Figure 1. PDN straps and rails (run 1).
Pins as bars on the die edge.
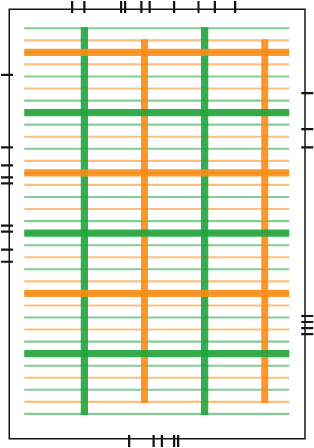
Figure 2. Register map, names as in the netlist (run 1).
Other sequential cells in the stronger grey, the rest of the logic in the fainter grey.
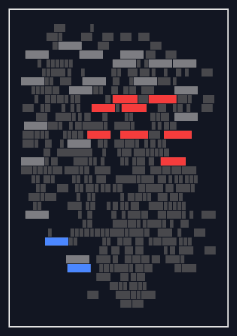
Figure 3. Selected gate families (run 1).
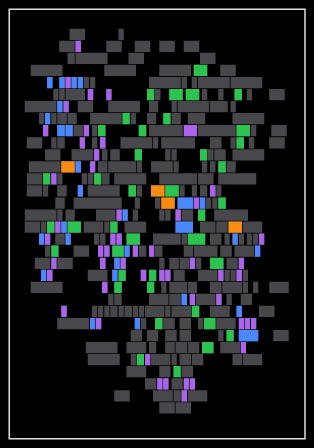
Figure 4. Clock routing (run 1).
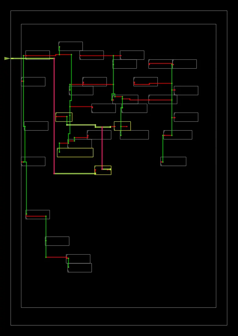
File: src/rtl/run_length_detector.sv
// Serial run detector: counts consecutive MATCH_BIT samples and flags runs of at least
// the effective threshold once they are terminated by the opposite bit.
module run_length_detector #(
  parameter int unsigned CNT_W     = 8,
  parameter bit          MATCH_BIT = 1'b1,
  parameter int unsigned DEF_THR   = 2
) (
  input  logic             clk,
  input  logic             reset,
  input  logic             en,
  input  logic             c,
  input  logic [CNT_W-1:0] thr,
  input  logic             clr_hits,
  output logic             d,
  output logic [CNT_W-1:0] run_len,
  output logic [CNT_W-1:0] hits,
  output logic             active
);

  localparam logic [CNT_W-1:0] CNT_MAX = {CNT_W{1'b1}};
  localparam logic [CNT_W-1:0] CNT_ONE = CNT_W'(1);

  typedef enum logic [1:0] {
    IDLE  = 2'd0,
    COUNT = 2'd1,
    QUAL  = 2'd2
  } state_t;

  state_t           state, state_nx;
  logic [CNT_W-1:0] cnt, cnt_nx;
  logic [CNT_W-1:0] run_len_nx, hits_nx;
  logic [CNT_W-1:0] thr_eff, cnt_inc;
  logic             d_nx, match;

  // State and registered outputs
  always_ff @(posedge clk) begin
    if (reset) begin
      state   <= IDLE;
      cnt     <= '0;
      d       <= 1'b0;
      run_len <= '0;
      hits    <= '0;
      active  <= 1'b0;
    end else begin
      state   <= state_nx;
      cnt     <= cnt_nx;
      d       <= d_nx;
      run_len <= run_len_nx;
      hits    <= hits_nx;
      active  <= (state_nx == QUAL);
    end
  end

  // Next state; threshold is re-evaluated on every enabled sample
  always_comb begin
    state_nx   = state;
    cnt_nx     = cnt;
    d_nx       = 1'b0;
    run_len_nx = run_len;
    hits_nx    = hits;
    thr_eff    = (thr == '0) ? CNT_W'(DEF_THR) : thr;
    cnt_inc    = (cnt == CNT_MAX) ? cnt : cnt + CNT_ONE;
    match      = (c == MATCH_BIT);

    if (en) begin
      unique case (state)
        IDLE: begin
          if (match) begin
            cnt_nx   = CNT_ONE;
            state_nx = (thr_eff <= CNT_ONE) ? QUAL : COUNT;
          end
        end
        COUNT: begin
          if (match) begin
            cnt_nx   = cnt_inc;
            state_nx = (cnt_inc >= thr_eff) ? QUAL : COUNT;
          end else begin
            cnt_nx   = '0;
            state_nx = IDLE;
          end
        end
        QUAL: begin
          if (match) begin
            cnt_nx   = cnt_inc;
            state_nx = (cnt_inc >= thr_eff) ? QUAL : COUNT;
          end else begin
            cnt_nx   = '0;
            state_nx = IDLE;
            // A raised threshold can disqualify the run at its terminating sample
            if (cnt >= thr_eff) begin
              d_nx       = 1'b1;
              run_len_nx = cnt;
              hits_nx    = (hits == CNT_MAX) ? hits : hits + CNT_ONE;
            end
          end
        end
        default: begin
          cnt_nx   = '0;
          state_nx = IDLE;
        end
      endcase
    end

    if (clr_hits) hits_nx = d_nx ? CNT_ONE : '0;
  end

endmodule

File: config.mk
export PLATFORM = sky130hd
export DESIGN_NAME = run_length_detector
export DESIGN_NICKNAME = d
export VERILOG_FILES = /design/src/rtl/run_length_detector.sv
export SDC_FILE = /design/constraint.sdc
export NUM_CORES = 1
export LEC_CHECK = 0
export ABC_AREA = 1
export CORE_ASPECT_RATIO = 1.5
export CORE_MARGIN = 3
export CORE_UTILIZATION = 35
export CTS_BUF_LIST = sky130_fd_sc_hd__clkbuf_8
export CTS_CLUSTER_DIAMETER = 200
export DETAILED_ROUTE_END_ITERATION = 6
export GPL_ROUTABILITY_DRIVEN = 0
export GPL_TIMING_DRIVEN = 0
export PLACE_DENSITY = 0.65
export SETUP_SLACK_MARGIN = 0.2
export SLEW_MARGIN = 30
export SYNTH_ARGS = -nofsm -noshare
export SYNTH_HDL_FRONTEND = slang
export SYNTH_SLANG_ARGS = --single-unit
File: constraint.sdc
create_clock -name clk -period 2.7 [get_ports clk]
set_clock_uncertainty 0.15 [all_clocks]
set_input_delay 0.405 -clock clk [delete_from_list [all_inputs] [get_ports clk]]
set_output_delay 0.405 -clock clk [all_outputs]
set_load 0.02 [all_outputs]
==> flow_metrics.tcl, run 1 <==
# metrics dict for downstream scripts
set metrics [dict create \
    cts.path.max_buffers 2 \
    critPathLaunch "cnt[1]" \
    whs_path_depth 2 \
    xor_share_pct 1.83 \
    worstSetupPathType "reg2reg" \
    final_common_cell "nand2_1" \
    synth_top_area_share_pct 29.3 \
    sequentialPowerShare_pct 47.5 \
    grt_pass1_wl_um 8090 \
    top_cells_by_area "dfxtp_1, nand2_1, ha_1, inv_1, a21oi_1" \
    yosysTopAreaCell "dfxtp_1" \
    hpwl_um 3600 \
    antenna_found_initial 0 \
    cellPowerDensity_nw_per_um2 337 \
    critPathLaunchType "register" \
    rsz0062_at_grt "false" \
    die_area_um2 6420 \
    simple_gate_area_share_pct 31.7 \
    use_met1_pct 16.6 \
    comb_share_pct 46.2 \
    area_delta_synth_final_pct 37.5 \
    cts_hold_buffers 0 \
    drtIter0Drc 82 \
    place_area_um2 2290 \
    power.leakage_nw 1.25 \
    warnings 28 \
    initial_core_util_pct 36.8 \
    ant_nets 0 \
    top_usage_layer "met2" \
    p_int_mw 0.672 \
    well_tap_count 68 \
    aoi_share_pct 12.5 \
    switching_share_pct 24.2 \
    fin_util_pct 50.6 \
    dpl_worst_slack_ns -0.265 \
    viasPerCell 4.85 \
    logic_family "simple AND/OR/NAND/NOR gates" \
    n_antenna_cell 0 \
    synth-seq-cells 28 \
    synth_seq_share_pct 29.3 \
    slew_headroom_pct 56.9 \
    final.min_clock_period_ns 2.34 \
    r2r_cells 16 \
    timing.rr.start "cnt[1]" \
    drv_slew 0 \
    min_from "run_len[1]" \
    buf_share_pct 18.4 \
    ys_types 30 \
    ys_top_cells_by_count "nand2_1, inv_1, dfxtp_1, a21oi_1, nor2_1" \
    cts_buffers 3 \
    coreArea_um2 5200 \
    mostFrequentLayoutCells "nand2_1, inv_1, nor2_1, clkdlybuf4s50_1, buf_4" \
    dr_wl_met2_um 2920 \
    crit_fanout 7 \
    logic_area_um2 1220 \
    clk_share_pct 2.71 \
    end_kind "register" \
    setup_violations 0 \
    layout.non_clock_buffers 57 \
    seq_area_um2 576 \
    vias 2003 \
    combPwrFrac_pct 14.9 \
    maxCapViolCount 0 \
    p_seq_mw 0.421 \
    top_power_group "sequential cells" \
    critPathTopFamily "simple AND/OR/NAND/NOR gates" \
    fin_total_pwr_mw 0.887 \
    drive_gt1_share_pct 20.0 \
    hold_viol 0 \
    met3_usage_pct 2.21 \
    grt_usage_pct 15.9 \
    fmax_mhz 427 \
    fin_area_um2 2630 \
    cts_resized 13 \
    reg_top3 "cnt: 8 flops, hits: 8 flops, run_len: 8 flops" \
    edf_count 0 \
    met3_length_um 138 \
    finalWirelength_um 5140 \
    critPathBufInv 0 \
    synthAdderAreaFrac_pct 13.7 \
    outcome "completed" \
    yosys-stat-area_um2 1920 \
    cp_data_arrival_time_ns 2.38 \
    flops 28 \
    dp.cells 383 \
    clock.latency.late_pin_ns 0.28 \
    path_cells "ha_2 > nand3_2 > nor2_4 > nand3_4 > nand2_1 > o21ai_2 > ha_1 > a21boi_1 > o21bai_1 > nand2_1 > nand2_1 > nand2_1 > nand2_1 > nand2_1 > nand2_1 > nor2_1" \
    first_global_vias 1865 \
    fp_nets 320 \
    fin_crit_sh_pct 86.8 \
    yosys_cells 286 \
    grt_overflow_total 0 \
    drc 0 \
    synth_cells 286 \
    dr.max_layer_used "met4" \
    hold_ws_ns 0.317 \
    r2r-end "active" \
    min_to "run_len[1]" \
    endpoint "active" \
    syn_area_um2 1920 \
    ioPinCount 31 \
    slowest_delay_ns 0.39 \
    die_w_um 66.4 \
    nNonClkInverters 52 \
    regToRegSetupSlack_ns 0.36 \
    synth-main-ff-cell "dfxtp_1" \
    cts_tree "yes" \
    crit_required_ns 2.73 \
]
-- Figure 1 (at the start) --
[green] VSS
[orange] VDD
signal pins: 31
rows: 32
met4 straps: 4

-- Figure 2 (at the start) --
[red] `cnt` | sequential cells: 8
[blue] `state` | sequential cells: 2

-- Figure 3 (at the start) --
[orange] xor and xnor cells | cells: 4 | where: middle
[purple] inv cells | cells: 52
[green] aoi and oai cells | cells: 39
[blue] nor cells | cells: 28

-- Figure 4 (at the start) --
# clk buffers: 3
count of clock tree sinks: 28

## Run 2: what changed since run 1
==> constraint.sdc (replaced) <==
create_clock -name clk -period 2.7 [get_ports clk]
set_clock_uncertainty 0.15 [all_clocks]
set_input_delay 0.405 -clock clk [delete_from_list [all_inputs] [get_ports clk]]
set_output_delay 0.405 -clock clk [all_outputs]
set_load 0.005 [all_outputs]
==> run 2 against run 1 <==
Net effect:
- synthesized cell count unchanged
- worst setup slack unchanged
- non-clock buffer count unchanged
- flip-flop count unchanged
- highest routed layer unchanged
- sequential power is essentially flat
==> flow_metrics.tcl, run 2 <==
# metrics dict for downstream scripts
set metrics [dict create \
    r2r-end "active" \
    hold_ws_ns 0.317 \
    timing.rr.start "cnt[1]" \
    fp_nets 320 \
    endpoint "active" \
    warnings 28 \
    top_usage_layer "met2" \
    hold_viol 0 \
    logic_family "simple AND/OR/NAND/NOR gates" \
    yosys-stat-area_um2 1920 \
    grt_usage_pct 15.9 \
    synthAdderAreaFrac_pct 13.7 \
    crit_fanout 7 \
    fin_util_pct 50.6 \
    fin_total_pwr_mw 0.885 \
    whs_path_depth 2 \
    nClkBuffers 3 \
    aoi_share_pct 12.5 \
    top_power_group "sequential cells" \
    outcome "completed" \
    drv_slew 0 \
    yosysTopAreaCell "dfxtp_1" \
    critPathTopFamily "simple AND/OR/NAND/NOR gates" \
    cellPowerDensity_nw_per_um2 336 \
    flops 28 \
    die_area_um2 6420 \
    cts_resized 13 \
    dpl_worst_slack_ns -0.265 \
    clock.latency.late_pin_ns 0.28 \
    use_met1_pct 16.6 \
    dr_wl_met2_um 2920 \
    yosys_cells 286 \
    p_int_mw 0.672 \
    drtIter0Drc 82 \
    antenna_found_initial 0 \
    layout.non_clock_buffers 57 \
    seq_area_um2 576 \
    xor_share_pct 1.83 \
    mostFrequentLayoutCells "nand2_1, inv_1, nor2_1, clkdlybuf4s50_1, buf_4" \
    cts_tree "yes" \
    slew_headroom_pct 56.9 \
    ys_types 30 \
    synth_seq_share_pct 29.3 \
    final.min_clock_period_ns 2.34 \
    n_antenna_cell 0 \
    ioPinCount 31 \
    synth_cells 286 \
    cts_hold_buffers 0 \
    clock-sinks 28 \
    well_tap_count 68 \
    regToRegSetupSlack_ns 0.36 \
    synth-seq-cells 28 \
    synth_top_area_share_pct 29.3 \
    cp_data_arrival_time_ns 2.38 \
    met3_usage_pct 2.21 \
    ys_top_cells_by_count "nand2_1, inv_1, dfxtp_1, a21oi_1, nor2_1" \
    viasPerCell 4.85 \
    setup_violations 0 \
    grt_overflow_total 0 \
    clk_share_pct 2.71 \
    grt_pass1_wl_um 8090 \
    simple_gate_area_share_pct 31.7 \
]
Figure 5. Cell classes on the final placement (run 2).
The bar under the picture is 20 um long. Fill, decap, tap and diode cells in grey.
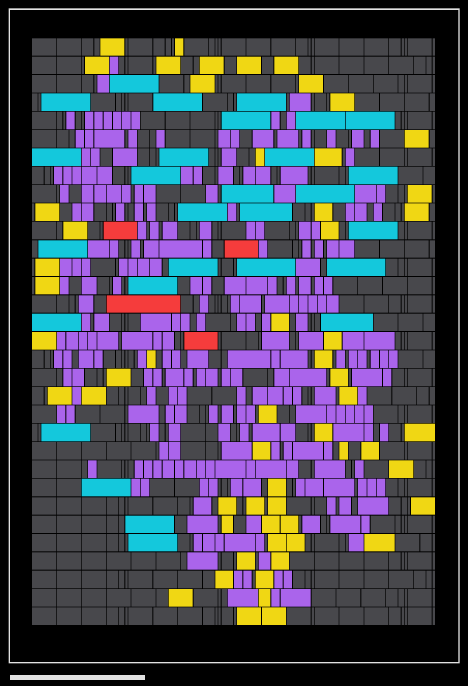
[purple] remaining logic cells | cells: 256 | share of their area: 56%
[yellow] remaining buffers and delay cells | cells: 57 | share of their area: 19%
[red] clock drivers and dummy loads | cells: 4 | share of their area: 2.8%
[cyan] registers | cells: 28 | share of their area: 23%

No activity file was given, so power comes from the tool's default toggle rates.
